### Nets reached from selected ports

Scale bar: 50 microns.
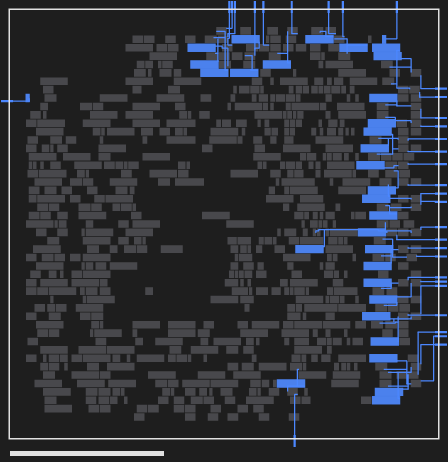
### Metal 1

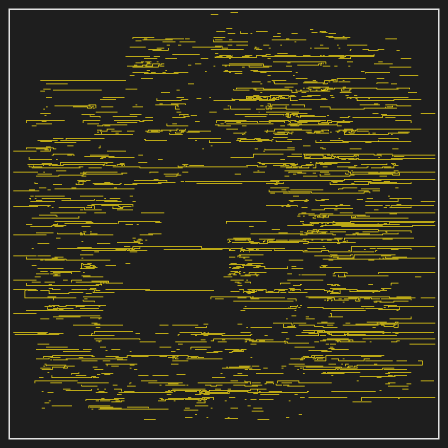
Design fetch_unit, sky130hd; sources not shown.
==> ds_physical_params.txt <==
Summary of implementation characteristics

Parameter                              Value

Outcome
  Outcome    finished, final reports clean

Flow run
  Number of max-cap violations    0

Clock tree
  Clock root cell    sky130_fd_sc_hd__clkbuf_16
  Insertion delay of the later-clocked pin in the worst-skew pair    roughly 0.41 ns
  Clock buffer count from CTS    17
  Max Root-Sink Buffers    2

Placement
  Half-perimeter wire length after placement    between 10 and 15 mm

Final timing
  Unrepaired setup endpoints after global routing    no
  Period Utilization, post-route    between 70 and 80%
  Final-layout worst hold slack    just under 0.5 ns
  Max-slew violation count    0
  Time the worst path needs with I/O delays and setup    roughly 3.2 ns
  Clk_skew    0.0112 ns
  Final-report setup violation count    0
  Worst-margin pin slew    between 1 and 1.5 ns

Worst setup path
  Flop2flop setup slack    ~1.7 ns
  Data required time of the worst path    about 3.6 ns
  Kind of critical path    reg -> out
  Critical Path Slowest Stage Cell    sky130_fd_sc_hd__clkdlybuf4s50_1

Layout
  Fill cell instance count of the final layout    between 1000 and 1500
  Number of diodes added for antenna fixing    0
  Number of sequential cells in the layout    between 100 and 150
  Non-Filler Instances    887
  Clock buffer cells    21
  Final net count    around 730
  Signal inverters    5
  Comb gates    ~340
  Layout area overhead    41.1%
  Post-route standard cell area excluding fillers    0.00818 sq mm
  Core Util, Final    between 40 and 50%
  Bufs w/o clock    approximately 170

Power and ir drop
  Sequential fraction of design power    28.0%
  Power attributed to sequential cells    roughly 0.0018 W
  Leakage dissipation    3.33 nW

Global routing
  Layer with the highest usage after global routing    met2

Synthesis
  Main area contributors    sky130_fd_sc_hd__dfrtp_1 (54%), sky130_fd_sc_hd__mux2_2 (8.0%), sky130_fd_sc_hd__mux2i_1 (6.0%), sky130_fd_sc_hd__a211oi_1 (3.9%), sky130_fd_sc_hd__mux2_1 (3.9%)
  Async set or reset register ratio after synthesis    100%
  Mux frac, synth    17.9%
  Synthesized area per cell    11.6 sq um

Routing
  Top layer used by detailed routing    met4
  Total routed wire length on the met1 layer    roughly 7 mm

Floorplan
  Die outline height    around 140 microns
Back to the opening pictures, 'Nets reached from selected ports':
color	port	bits	direction	end cells	buffers	wire
blue	`ifid_pc`	32	output	32	30	709 microns
Port-buffer cells: 160
Top-Level Pins: 167

Back to the opening pictures, 'Metal 1':
longest straight run	30.4 microns
wire length on this layer	6810 microns
main direction	horizontal
nets with wire on the layer	624
met1 global-route usage: 20.5%
total vias in the final route: 4294
Total Wirelength: 14.9 mm

Power and IR drop assume default switching activity.
